==> src/rtl/bitblock_pkg.sv <==
// Shared types and constants for the bitblock_4 driver slice.
package bitblock_pkg;

    localparam int unsigned CELL_W = 5;
    localparam int unsigned CELLS  = 4;
    localparam int unsigned NIB_W  = 4;

    localparam logic MODE_4B = 1'b0;
    localparam logic MODE_8B = 1'b1;

    typedef enum logic [2:0] {
        StIdle  = 3'd0,
        StRunLo = 3'd1,
        StRunHi = 3'd2,
        StFlush = 3'd3,
        StDone  = 3'd4
    } drv_state_e;

endpackage

==> src/rtl/bitblock_4_drv.sv <==
// Sequences one bitblock_4_core through a 4-bit or 8-bit pass and returns the
// assembled partial sum over a valid/ready response.
module bitblock_4_drv
    import bitblock_pkg::*;
#(
    parameter int unsigned ACC_W = 16
) (
    input  logic                    clk,
    input  logic                    rstn,
    input  logic                    req_valid,
    output logic                    req_ready,
    input  logic [CELL_W*CELLS-1:0] req_in,
    input  logic [NIB_W-1:0]        req_yi,
    input  logic                    req_ci,
    input  logic                    req_mode,
    input  logic [ACC_W-1:0]        req_psum,
    output logic                    rsp_valid,
    input  logic                    rsp_ready,
    output logic [ACC_W-1:0]        rsp_data,
    output logic                    busy,
    output logic [CELL_W*CELLS-1:0] core_in,
    output logic [NIB_W-1:0]        core_yi,
    output logic                    core_shift,
    output logic                    core_shift_r1,
    output logic                    core_ppi,
    output logic                    core_ci,
    output logic [NIB_W-1:0]        core_psum,
    input  logic [NIB_W-1:0]        core_out,
    input  logic                    core_co
);

    drv_state_e                state_q, state_d;
    logic [CELL_W*CELLS-1:0]   in_q;
    logic [NIB_W-1:0]          yi_q;
    logic                      ci_q;
    logic                      mode_q;
    logic [ACC_W-1:0]          psum_q;
    logic [ACC_W-1:0]          result_q, result_d;
    logic                      shift_r1_q;
    logic                      load;

    always_ff @(posedge clk or negedge rstn) begin
        if (!rstn) begin
            state_q    <= StIdle;
            in_q       <= '0;
            yi_q       <= '0;
            ci_q       <= 1'b0;
            mode_q     <= 1'b0;
            psum_q     <= '0;
            result_q   <= '0;
            shift_r1_q <= 1'b0;
        end else begin
            state_q    <= state_d;
            result_q   <= result_d;
            shift_r1_q <= core_shift;
            if (load) begin
                in_q   <= req_in;
                yi_q   <= req_yi;
                ci_q   <= req_ci;
                mode_q <= req_mode;
                psum_q <= req_psum;
            end
        end
    end

    assign core_shift_r1 = shift_r1_q;
    assign busy          = (state_q != StIdle);

    always_comb begin
        state_d    = state_q;
        result_d   = result_q;
        load       = 1'b0;
        req_ready  = 1'b0;
        rsp_valid  = 1'b0;
        rsp_data   = '0;
        core_in    = '0;
        core_yi    = '0;
        core_shift = 1'b0;
        core_ppi   = 1'b0;
        core_ci    = 1'b0;
        core_psum  = '0;
        case (state_q)
            StIdle: begin
                req_ready = 1'b1;
                if (req_valid) begin
                    load     = 1'b1;
                    result_d = '0;
                    state_d  = StRunLo;
                end
            end
            StRunLo: begin
                core_in       = in_q;
                core_yi       = yi_q;
                core_ci       = ci_q;
                core_psum     = psum_q[3:0];
                result_d[3:0] = core_out;
                state_d       = (mode_q == MODE_8B) ? StRunHi : StFlush;
            end
            StRunHi: begin
                core_in       = in_q;
                core_yi       = yi_q;
                core_shift    = 1'b1;
                core_psum     = psum_q[7:4];
                result_d[7:4] = core_out;
                state_d       = StFlush;
            end
            StFlush: begin
                // Core carry is registered, so it is only valid one cycle after the last pass.
                if (mode_q == MODE_8B) begin
                    result_d[8] = core_co;
                    for (int i = 9; i < ACC_W; i++) result_d[i] = psum_q[i];
                end else begin
                    result_d[4] = core_co;
                    for (int i = 5; i < ACC_W; i++) result_d[i] = psum_q[i];
                end
                state_d = StDone;
            end
            StDone: begin
                rsp_valid = 1'b1;
                rsp_data  = result_q;
                if (rsp_ready) state_d = StIdle;
            end
            default: state_d = StIdle;
        endcase
    end

endmodule

==> config.mk <==
export PLATFORM = sky130hd
export DESIGN_NAME = bitblock_4_drv
export DESIGN_NICKNAME = d
export VERILOG_FILES = /design/src/rtl/bitblock_pkg.sv /design/src/rtl/bitblock_4_drv.sv
export SDC_FILE = /design/constraint.sdc
export NUM_CORES = 1
export LEC_CHECK = 0
export ABC_AREA = 1
export CORE_ASPECT_RATIO = 1.1
export CORE_MARGIN = 2
export CORE_UTILIZATION = 48
export DETAILED_ROUTE_END_ITERATION = 10
export GPL_TIMING_DRIVEN = 0
export PLACE_DENSITY_LB_ADDON = 0.2
export SETUP_SLACK_MARGIN = 0.05
export SLEW_MARGIN = 30
export SYNTH_ARGS = -nofsm -noshare
export SYNTH_HDL_FRONTEND = slang
export SYNTH_SLANG_ARGS = --single-unit
==> constraint.sdc <==
create_clock -name clk -period 2.8 [get_ports clk]
set_input_delay 0.56 -clock clk [delete_from_list [all_inputs] [get_ports clk]]
set_output_delay 0.56 -clock clk [all_outputs]
set_load 0.02 [all_outputs]
Figure 1. Zoomed window.
Window x 46 to 71, y 51 to 76 microns. Cells in gray, sequential cells in the stronger gray; small squares are vias.
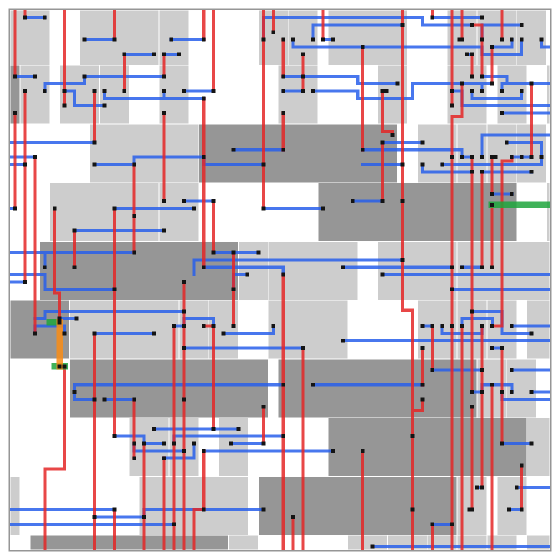
| layer | color |
|---|---|
| M1 | blue |
| M3 | green |
| M4 | orange |
| M2 | red |
netlist names of flops here include: in_q (6), yi_q (1)
sequential cells in the window: 7
cells with their middle in the window: 50
most frequent: nor2_1 (16), inv_1 (8), a21oi_1 (8)

Figure 2. Met1 routing.
(3 px per micron)
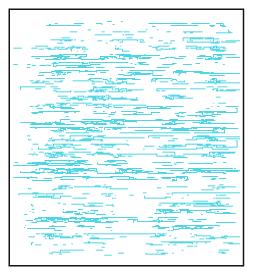
longest straight run: 29.9 microns
share of all routed wire: 45%
Routed WL: 7.08 mm
vias: 2669
grt met1 use: 27.5%

==> flow_summary.yaml <==
# generated from flow reports
finish:
  final_cell_mix: "70 x clkdlybuf4s50_1, 68 x nor2_1, 64 x inv_1"
  final_cells: 550
  fin_nets: 520
  buffers_excl_clock: 118
  comb_area_share_pct: 22.4
  drive_gt1_share_pct: 9.30
  inverters_excl_clock: 66
  biggestCellCategory: "registers"
  flop-count: 62
  final_cell_area_sq_um: 4260
  clk_share_pct: 4.87
  seq_area_sq_um: 1550
  nClkBuffers: 12
pwr:
  internal_power_mw: 2.87
  comb_cell_power_mw: 2.65
  ir_worst_vdd_mv: 0.643
  combinationalPowerShare_pct: 53.4
  p_seq_mw: 1.50
  p_sw_mw: 2.10
critical_path:
  slowest_delay_ns: 0.60
  cp_cell_sequence: "buf_6 > nor2_2 > nand2_1 > inv_1 > nand2_1 > nand2_1 > clkdlybuf4s50_1"
  path_buffers: 3
  cp-start-kind: "flip-flop"
  crit_family: "buffers and inverters"
grt:
  grt_use_total_pct: 22.0
  grt_overflow: 0
  grt_max_degree: 38
  first_global_vias: 2563
  grt_first_pass_wirelength_mm: 11.4
final_timing:
  timing.final.hold_violations: 0
  finClkSkew_ns: 0.00678
  fin_crit_sh_pct: 94.8
  setup_slack_ns: 0.145
  hold_ws_ns: 0.129
placed_design:
  place_inst: 534
drt:
  firstDrtPassIters: 5
  initialDrtViolationCount: 169
  via_per_inst: 4.85
yosys:
  top_cell_area_share_pct: 54.2
  edf_count: 0
  area_leaders: "dfrtp_1 54%, nor2_1 9.1%, inv_1 8.4%"
  numSynthFlops: 62
  yosysChipArea_sq_um: 2860
  largest_area_cell: "dfrtp_1"
flow_run:
  drv_cap: 0
die:
  fp-row-count: 29
outcome:
  status: "complete, no violations"
## metrics by stage
stage	util, %	power, mW
after floorplan	-	3.10
after global placement	68.6	4.11
after detailed placement	68.9	4.20
after CTS	72.7	5.04
after global routing	73.9	5.32
final	73.9	4.97
## routing by layer
| layer | global-route usage (%) | vias to the layer above | share of wire (%) |
|---|---|---|---|
| li1 | - | 1305 | - |
| met1 | 27.5 | 1254 | 45 |
| met2 | 36.4 | 96 | 48 |
| met3 | 4.36 | 14 | 5.2 |
| met4 | 11.0 | 0 | 1.7 |
| met5 | 0 | - | 0 |
## cells by family after synthesis
kind of cell,count (synthesis),synth area share [%]
simple gates,158,23.7
compound gates,53,9.36
other cells,1,0.131
buf+inv,82,12.6
flops,62,54.2
Power is estimated from default activity; no workload was simulated.
